--- src/rtl/dds_sweep_ctrl_if.sv ---
// Key pulses into and DDS control outputs out of the sweep controller.
interface dds_sweep_ctrl_if;
  logic       key_wave;
  logic       key_up;
  logic       key_down;
  logic       key_sweep;
  logic [1:0] waveform_counter;
  logic [4:0] freq_counter;
  logic [4:0] freq_counter2;
  logic       sweep_active;
  logic       step_strobe;

  modport master (
    output key_wave, key_up, key_down, key_sweep,
    input  waveform_counter, freq_counter, freq_counter2, sweep_active, step_strobe
  );

  modport slave (
    input  key_wave, key_up, key_down, key_sweep,
    output waveform_counter, freq_counter, freq_counter2, sweep_active, step_strobe
  );
endinterface

--- src/rtl/dds_sweep_ctrl.sv ---
// Waveform/frequency-offset controller for a DDS: manual up/down stepping in idle,
// or an automatic triangular sweep of the offset between +/-SWEEP_MAX.
module dds_sweep_ctrl #(
  parameter int unsigned DWELL_CYCLES = 25000000,
  parameter int unsigned SWEEP_MAX    = 31
) (
  input logic             sys_clk,
  input logic             sys_rst_n,
  dds_sweep_ctrl_if.slave bus
);

  localparam int unsigned     TimerW   = $clog2(DWELL_CYCLES);
  localparam logic [TimerW-1:0] Reload = TimerW'(DWELL_CYCLES - 1);
  localparam logic [4:0]      FreqMax  = 5'd31;
  localparam logic [4:0]      SweepLim = 5'(SWEEP_MAX);

  typedef enum logic [1:0] {StIdle, StSweepUp, StSweepDown} state_e;

  state_e              state_q;
  logic [TimerW-1:0]   timer_q;
  logic [1:0]          wave_q;
  logic [4:0]          fpos_q;
  logic [4:0]          fneg_q;
  logic                active_q;
  logic                strobe_q;

  // Counter pair after a net +1 / net -1 step, saturating at +/-31.
  logic [4:0] up_pos, up_neg, dn_pos, dn_neg;
  logic       up_hits_lim, dn_hits_lim;

  always_comb begin
    up_pos = fpos_q;
    up_neg = fneg_q;
    if (fneg_q != 5'd0)        up_neg = fneg_q - 5'd1;
    else if (fpos_q != FreqMax) up_pos = fpos_q + 5'd1;

    dn_pos = fpos_q;
    dn_neg = fneg_q;
    if (fpos_q != 5'd0)        dn_pos = fpos_q - 5'd1;
    else if (fneg_q != FreqMax) dn_neg = fneg_q + 5'd1;

    up_hits_lim = (up_pos == SweepLim) && (up_neg == 5'd0);
    dn_hits_lim = (dn_neg == SweepLim) && (dn_pos == 5'd0);
  end

  always_ff @(posedge sys_clk or negedge sys_rst_n) begin
    if (!sys_rst_n) begin
      state_q  <= StIdle;
      timer_q  <= '0;
      wave_q   <= 2'd0;
      fpos_q   <= 5'd0;
      fneg_q   <= 5'd0;
      active_q <= 1'b0;
      strobe_q <= 1'b0;
    end else begin
      strobe_q <= 1'b0;
      if (bus.key_wave) wave_q <= wave_q + 2'd1;

      case (state_q)
        StIdle: begin
          if (bus.key_sweep) begin
            state_q  <= StSweepUp;
            active_q <= 1'b1;
            timer_q  <= Reload;
            fpos_q   <= 5'd0;
            fneg_q   <= 5'd0;
          end else if (bus.key_up && !bus.key_down) begin
            fpos_q <= up_pos;
            fneg_q <= up_neg;
          end else if (bus.key_down && !bus.key_up) begin
            fpos_q <= dn_pos;
            fneg_q <= dn_neg;
          end
        end
        StSweepUp, StSweepDown: begin
          // key_sweep wins over a same-cycle dwell expiry.
          if (bus.key_sweep) begin
            state_q  <= StIdle;
            active_q <= 1'b0;
          end else if (timer_q == '0) begin
            timer_q  <= Reload;
            strobe_q <= 1'b1;
            if (state_q == StSweepUp) begin
              fpos_q <= up_pos;
              fneg_q <= up_neg;
              if (up_hits_lim) state_q <= StSweepDown;
            end else begin
              fpos_q <= dn_pos;
              fneg_q <= dn_neg;
              if (dn_hits_lim) state_q <= StSweepUp;
            end
          end else begin
            timer_q <= timer_q - 1'b1;
          end
        end
        default: begin
          state_q  <= StIdle;
          active_q <= 1'b0;
        end
      endcase
    end
  end

  assign bus.waveform_counter = wave_q;
  assign bus.freq_counter     = fpos_q;
  assign bus.freq_counter2    = fneg_q;
  assign bus.sweep_active     = active_q;
  assign bus.step_strobe      = strobe_q;

endmodule

--- src/flat_wrapper.sv ---
// flat-port wrapper written by rule: the top's interface ports become plain ports
module dds_sweep_ctrl_flat 
#(
  parameter int unsigned DWELL_CYCLES = 25000000,
  parameter int unsigned SWEEP_MAX    = 31
)
  (sys_clk, sys_rst_n, bus_key_wave, bus_key_up, bus_key_down, bus_key_sweep, bus_waveform_counter, bus_freq_counter, bus_freq_counter2, bus_sweep_active, bus_step_strobe);
  dds_sweep_ctrl_if bus_i ();
  input logic sys_clk;
  input logic sys_rst_n;
  input wire logic [$bits(bus_i.key_wave)-1:0] bus_key_wave;
  input wire logic [$bits(bus_i.key_up)-1:0] bus_key_up;
  input wire logic [$bits(bus_i.key_down)-1:0] bus_key_down;
  input wire logic [$bits(bus_i.key_sweep)-1:0] bus_key_sweep;
  output wire logic [$bits(bus_i.waveform_counter)-1:0] bus_waveform_counter;
  output wire logic [$bits(bus_i.freq_counter)-1:0] bus_freq_counter;
  output wire logic [$bits(bus_i.freq_counter2)-1:0] bus_freq_counter2;
  output wire logic [$bits(bus_i.sweep_active)-1:0] bus_sweep_active;
  output wire logic [$bits(bus_i.step_strobe)-1:0] bus_step_strobe;
  assign bus_i.key_wave = bus_key_wave;
  assign bus_i.key_up = bus_key_up;
  assign bus_i.key_down = bus_key_down;
  assign bus_i.key_sweep = bus_key_sweep;
  assign bus_waveform_counter = bus_i.waveform_counter;
  assign bus_freq_counter = bus_i.freq_counter;
  assign bus_freq_counter2 = bus_i.freq_counter2;
  assign bus_sweep_active = bus_i.sweep_active;
  assign bus_step_strobe = bus_i.step_strobe;
  dds_sweep_ctrl #(.DWELL_CYCLES(DWELL_CYCLES), .SWEEP_MAX(SWEEP_MAX)) u_core (.sys_clk(sys_clk), .sys_rst_n(sys_rst_n), .bus(bus_i));
endmodule
--- config.mk ---
export PLATFORM = sky130hd
export DESIGN_NAME = dds_sweep_ctrl_flat
export DESIGN_NICKNAME = d
export VERILOG_FILES = /design/src/rtl/dds_sweep_ctrl_if.sv /design/src/rtl/dds_sweep_ctrl.sv /design/src/flat_wrapper.sv
export SDC_FILE = /design/constraint.sdc
export NUM_CORES = 1
export LEC_CHECK = 0
export CAP_MARGIN = 10
export CORE_ASPECT_RATIO = 1.1
export CORE_MARGIN = 1.5
export CORE_UTILIZATION = 44
export DETAILED_ROUTE_END_ITERATION = 8
export GPL_ROUTABILITY_DRIVEN = 0
export SLEW_MARGIN = 20
export SYNTH_ARGS = -nofsm -noshare
export SYNTH_HDL_FRONTEND = slang
export SYNTH_SLANG_ARGS = --single-unit
export TNS_END_PERCENT = 5
--- constraint.sdc ---
create_clock -name sys_clk -period 4 [get_ports sys_clk]
set_input_delay 0.4 -clock sys_clk [delete_from_list [all_inputs] [get_ports sys_clk]]
set_output_delay 0.4 -clock sys_clk [all_outputs]
set_load 0.02 [all_outputs]
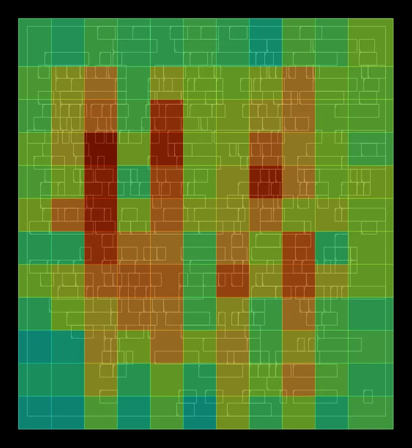
Figure 1: congestion heat map.
most heavily used metal layer in global routing: met2
aggregate global-route resource usage: 0.199
average wire length per cell after detail routing: 15.1 microns
routing usage on met1: 0.247
fraction of met3 tracks used by global routing: 0.0266

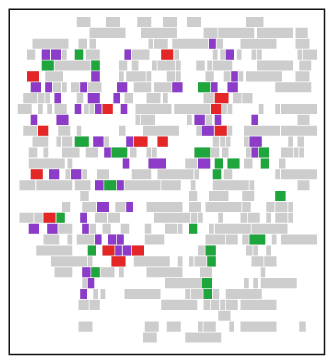
Figure 2: gate-type map.
(4 px per micron)
[red] AND-OR and OR-AND gates | cells: 14
[green] AND and OR gates | cells: 23
[purple] inverting AOI/OAI gates | cells: 52
combinational fraction of the cell area: 0.518
most common cell after layout, fill and taps aside: sky130_fd_sc_hd__dfrtp_1
number of standard cells in the layout, taps in and fillers out: 410

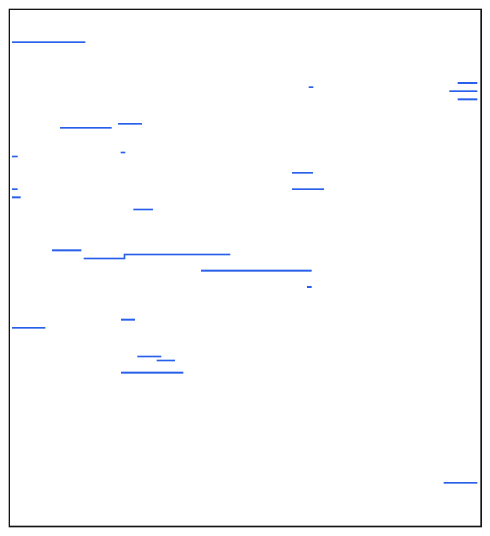
Figure 3: signal wires on met3.
(6 px per micron)
nets with wire on the layer: 19
longest straight run: 18.2 microns
wire length on this layer: 126 microns
share of all routed wire: 2.0%
Routed Wire Length: 6190 microns
overall via count from detail_route: 2304

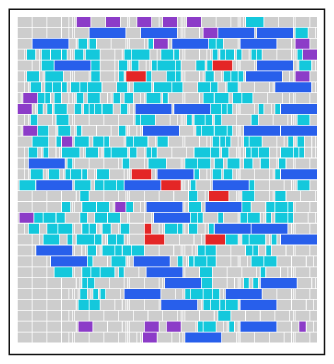
Figure 4: cell classes on the final placement.
(4 px per micron) Fill, decap, tap and diode cells in gray.
[cyan] all other logic | cells: 260 | share of their area: 55%
[blue] flip-flops | cells: 41 | share of their area: 34%
[red] clock drivers and dummy loads | cells: 8 | share of their area: 3.4%
[purple] other buffers and delay cells | cells: 21 | share of their area: 6.7%
final non-filler cell area: 3080 sq um
flip-flop and latch share of the layout cell area: 0.333
number of rows in the core area: 30

==> impl_results.html <==
<h3>Run summary</h3>
<table>
<tr><th>Metric</th><th>Value</th></tr>
<tr><th colspan="2">Status</th></tr>
<tr><td>Status</td><td>complete, no violations</td></tr>
<tr><th colspan="2">STA</th></tr>
<tr><td>Transition time at the pin with the least slew margin</td><td>roughly 0.92 ns</td></tr>
<tr><td>Number of hold violations in the final report</td><td>0</td></tr>
<tr><td>Final Slew Violations</td><td>0</td></tr>
<tr><td>Post-route worst setup slack</td><td>a little under 0.9 ns</td></tr>
<tr><td>Crit path time final</td><td>approximately 3.1 ns</td></tr>
<tr><td>Worst hold slack across all endpoints</td><td>0.242 ns</td></tr>
<tr><td>Max Clk Rate</td><td>around 320 MHz</td></tr>
<tr><td>RSZ-0062 raised after global routing</td><td>false</td></tr>
<tr><td>Total Neg Setup Slack</td><td>0 ns</td></tr>
<tr><td>Final setup violation count</td><td>0</td></tr>
<tr><td>Final critical-path share of the clock period</td><td>0.783</td></tr>
<tr><th colspan="2">Final layout</th></tr>
<tr><td>Area added between synthesis and finish</td><td>12.0%</td></tr>
<tr><td>Final-stage net count</td><td>~340</td></tr>
<tr><td>Dominant class by area</td><td>combinational gates</td></tr>
<tr><td>Fill count</td><td>~600</td></tr>
<tr><td>Register bank with the most flops</td><td>u_core.timer_q</td></tr>
<tr><td>Max reg flops</td><td>25</td></tr>
<tr><td>Count of inverters other than clock inverters in the layout</td><td>15</td></tr>
<tr><td>Count of plain and timing-repair buffers</td><td>21</td></tr>
<tr><td>Layout non-clock buf frac</td><td>0.0650</td></tr>
<tr><td>Register area</td><td>just over 1000 sq um</td></tr>
<tr><td>Portion of the layout cell area used by clock cells</td><td>0.0329</td></tr>
<tr><td>Comb gate area</td><td>about 1600 sq um</td></tr>
<tr><td>Count of sequential standard cells</td><td>a little over 40</td></tr>
<tr><td>Top logic cells by instance count in the layout</td><td>sky130_fd_sc_hd__dfrtp_1 (41), sky130_fd_sc_hd__nand2_1 (36), sky130_fd_sc_hd__nor2_1 (25), sky130_fd_sc_hd__clkdlybuf4s50_1 (18), sky130_fd_sc_hd__o21ai_0 (17)</td></tr>
<tr><td>Share of post-route cells with drive strength above 1</td><td>0.0818</td></tr>
<tr><th colspan="2">Job</th></tr>
<tr><td>Tally of OpenROAD warnings</td><td>30</td></tr>
<tr><td>Number of max-cap violations</td><td>0</td></tr>
<tr><th colspan="2">GRT</th></tr>
<tr><td>Number of global-route vias before repair</td><td>approximately 2200</td></tr>
<tr><td>Overflow left after global routing</td><td>0</td></tr>
<tr><td>Global-route wire length before repair</td><td>about 11000 microns</td></tr>
<tr><td>Largest net degree at the start of global routing</td><td>about 42</td></tr>
<tr><td>Met2 capacity usage during global routing</td><td>0.349</td></tr>
<tr><th colspan="2">Setup path</th></tr>
<tr><td>Data arrival, critical path</td><td>3.36 ns</td></tr>
<tr><td>Cell seen most often among critical-path stages</td><td>sky130_fd_sc_hd__or4_4</td></tr>
<tr><td>Category of the most critical setup path</td><td>flop to flop</td></tr>
<tr><td>Register-to-Register Path Depth</td><td>6</td></tr>
<tr><td>Series of cell instances along the critical path</td><td>or4_4, or4_1, or4_4, or4_4, a22oi_2, mux2i_1</td></tr>
<tr><td>Start of the worst register-to-register path</td><td>u_core.timer_q[13]$_DFFE_PN0P_</td></tr>
<tr><td>Internal reg-to-reg setup slack</td><td>approximately 0.87 ns</td></tr>
<tr><td>Logic depth of the worst path, buffers included</td><td>6</td></tr>
<tr><td>Total buffers and inverters traversed by the critical path</td><td>0</td></tr>
<tr><td>Endpoint of the most critical setup path</td><td>u_core.state_q[0]$_DFFE_PN0P_</td></tr>
<tr><td>Slowest Stage Delay on Critical Path</td><td>0.58 ns</td></tr>
<tr><td>Kind of start point of the critical path</td><td>flop</td></tr>
<tr><td>Critical-path top delay cell</td><td>sky130_fd_sc_hd__or4_4</td></tr>
<tr><th colspan="2">Synth</th></tr>
<tr><td>Post-Synth AOI/OAI Area</td><td>0.163</td></tr>
<tr><td>Async S/R FF share, synth</td><td>1.00</td></tr>
<tr><td>Yosys warning tally</td><td>0</td></tr>
<tr><td>Post-synthesis register bit count</td><td>roughly 40</td></tr>
<tr><td>Yosys chip area</td><td>2750 sq um</td></tr>
<tr><td>Dominant kind of combinational cell</td><td>simple AND/OR/NAND/NOR gates</td></tr>
<tr><td>Number of enable flip-flop cells</td><td>0</td></tr>
<tr><td>Cell variety after synth</td><td>between 50 and 60</td></tr>
<tr><td># Cells Yosys</td><td>320</td></tr>
<tr><td>Post-synthesis mux area share</td><td>0.0382</td></tr>
<tr><td>Sequential area share after synthesis</td><td>0.373</td></tr>
<tr><td>Simple Share, Synth</td><td>0.262</td></tr>
<tr><td>Arithmetic-cell share of the synthesized area counting full adders, half adders and majority gates</td><td>0.0409</td></tr>
<tr><td>Average size of a mapped cell</td><td>8.60 sq um</td></tr>
<tr><td>Post-Syn Nets</td><td>between 300 and 400</td></tr>
<tr><td>Xor and xnor area share after synthesis</td><td>0.0764</td></tr>
<tr><td>Number of instances in the synthesized netlist</td><td>320</td></tr>
<tr><td>Post-synthesis cell type with the largest instance count</td><td>sky130_fd_sc_hd__dfrtp_1</td></tr>
<tr><td>Cell type with the largest total area</td><td>sky130_fd_sc_hd__dfrtp_1</td></tr>
<tr><td>Commonest cells in the synthesized netlist</td><td>sky130_fd_sc_hd__dfrtp_1 (41), sky130_fd_sc_hd__nand2_1 (36), sky130_fd_sc_hd__nor2_1 (25)</td></tr>
<tr><td>Netlist Area Pre-Place</td><td>roughly 2800 sq um</td></tr>
<tr><th colspan="2">Power</th></tr>
<tr><td>Worst IR Drop VDD</td><td>approximately 0.00038 V</td></tr>
<tr><td>Internal power of the cells</td><td>1.11 mW</td></tr>
<tr><td>Sequential Power</td><td>between 0.6 and 0.7 mW</td></tr>
<tr><td>Sequential Power Share</td><td>0.304</td></tr>
<tr><td>Net switching share of the total power</td><td>0.442</td></tr>
<tr><td>Total power after layout</td><td>~2 mW</td></tr>
<tr><td>Clk network pwr share</td><td>0.149</td></tr>
<tr><td>Comb power</td><td>1.09 mW</td></tr>
<tr><td>Share of power burned in combinational logic</td><td>0.547</td></tr>
<tr><td>Total leakage power</td><td>roughly 1.2 nW</td></tr>
<tr><td>Power of the clock network</td><td>~0.30 mW</td></tr>
<tr><td>Net load switching power</td><td>roughly 0.88 mW</td></tr>
<tr><td>Power Dens Cells</td><td>648 nW/um^2</td></tr>
<tr><td>Top power consumer group</td><td>combinational cells</td></tr>
<tr><th colspan="2">Clock network</th></tr>
<tr><td>Total clock buffers created by CTS</td><td>5</td></tr>
<tr><td>Buffer type at the clock tree root</td><td>sky130_fd_sc_hd__clkbuf_8</td></tr>
<tr><td>Clock slew at reported path FFs</td><td>roughly 0.08 ns</td></tr>
<tr><td>Clock tree buffer depth</td><td>2</td></tr>
<tr><td>H-tree Lvls</td><td>2</td></tr>
<tr><td>Clock tree sinks</td><td>a little over 40</td></tr>
<tr><td>Hold bufs inserted after CTS</td><td>0</td></tr>
<tr><td># resized after CTS</td><td>0</td></tr>
<tr><td>CTS tree</td><td>done</td></tr>
<tr><th colspan="2">Route</th></tr>
<tr><td>Met1 Wirelength</td><td>about 2800 microns</td></tr>
<tr><td>Met2 wire length</td><td>3190 microns</td></tr>
<tr><td>First DRT Iteration DRCs</td><td>about 99</td></tr>
<tr><td>Detail-routed via count per cell</td><td>about 5.6</td></tr>
<tr><td>Iteration count of the initial detailed-routing pass</td><td>4</td></tr>
<tr><td>Number of remaining DRC errors</td><td>0</td></tr>
<tr><td>Routed Antenna Nets</td><td>0</td></tr>
<tr><td>Uppermost layer routed</td><td>met4</td></tr>
<tr><td>Routed met3 length</td><td>approximately 130 microns</td></tr>
<tr><th colspan="2">Place</th></tr>
<tr><td>Detailed placement HPWL</td><td>approximately 4500 microns</td></tr>
<tr><td>Post-placement setup slack</td><td>~0.85 ns</td></tr>
<tr><td># placed instances</td><td>around 400</td></tr>
<tr><td>Cell area after placement</td><td>slightly below 3000 sq um</td></tr>
<tr><td>Quantity of I/O buffers inserted on ports</td><td>19</td></tr>
<tr><th colspan="2">Floorplan</th></tr>
<tr><td>IO Count</td><td>20</td></tr>
<tr><td>Total Die Area</td><td>6740 sq um</td></tr>
<tr><td>Width of the die</td><td>about 80 microns</td></tr>
<tr><td>Die Y</td><td>~86 microns</td></tr>
<tr><td>Standard cell core area</td><td>between 6000 and 7000 sq um</td></tr>
<tr><td>Pre-Place Util</td><td>0.450</td></tr>
<tr><th colspan="2">Min path</th></tr>
<tr><td>Min-Delay Path Class</td><td>primary input to asynchronous set/reset pin</td></tr>
</table>
Power and IR drop assume default switching activity.
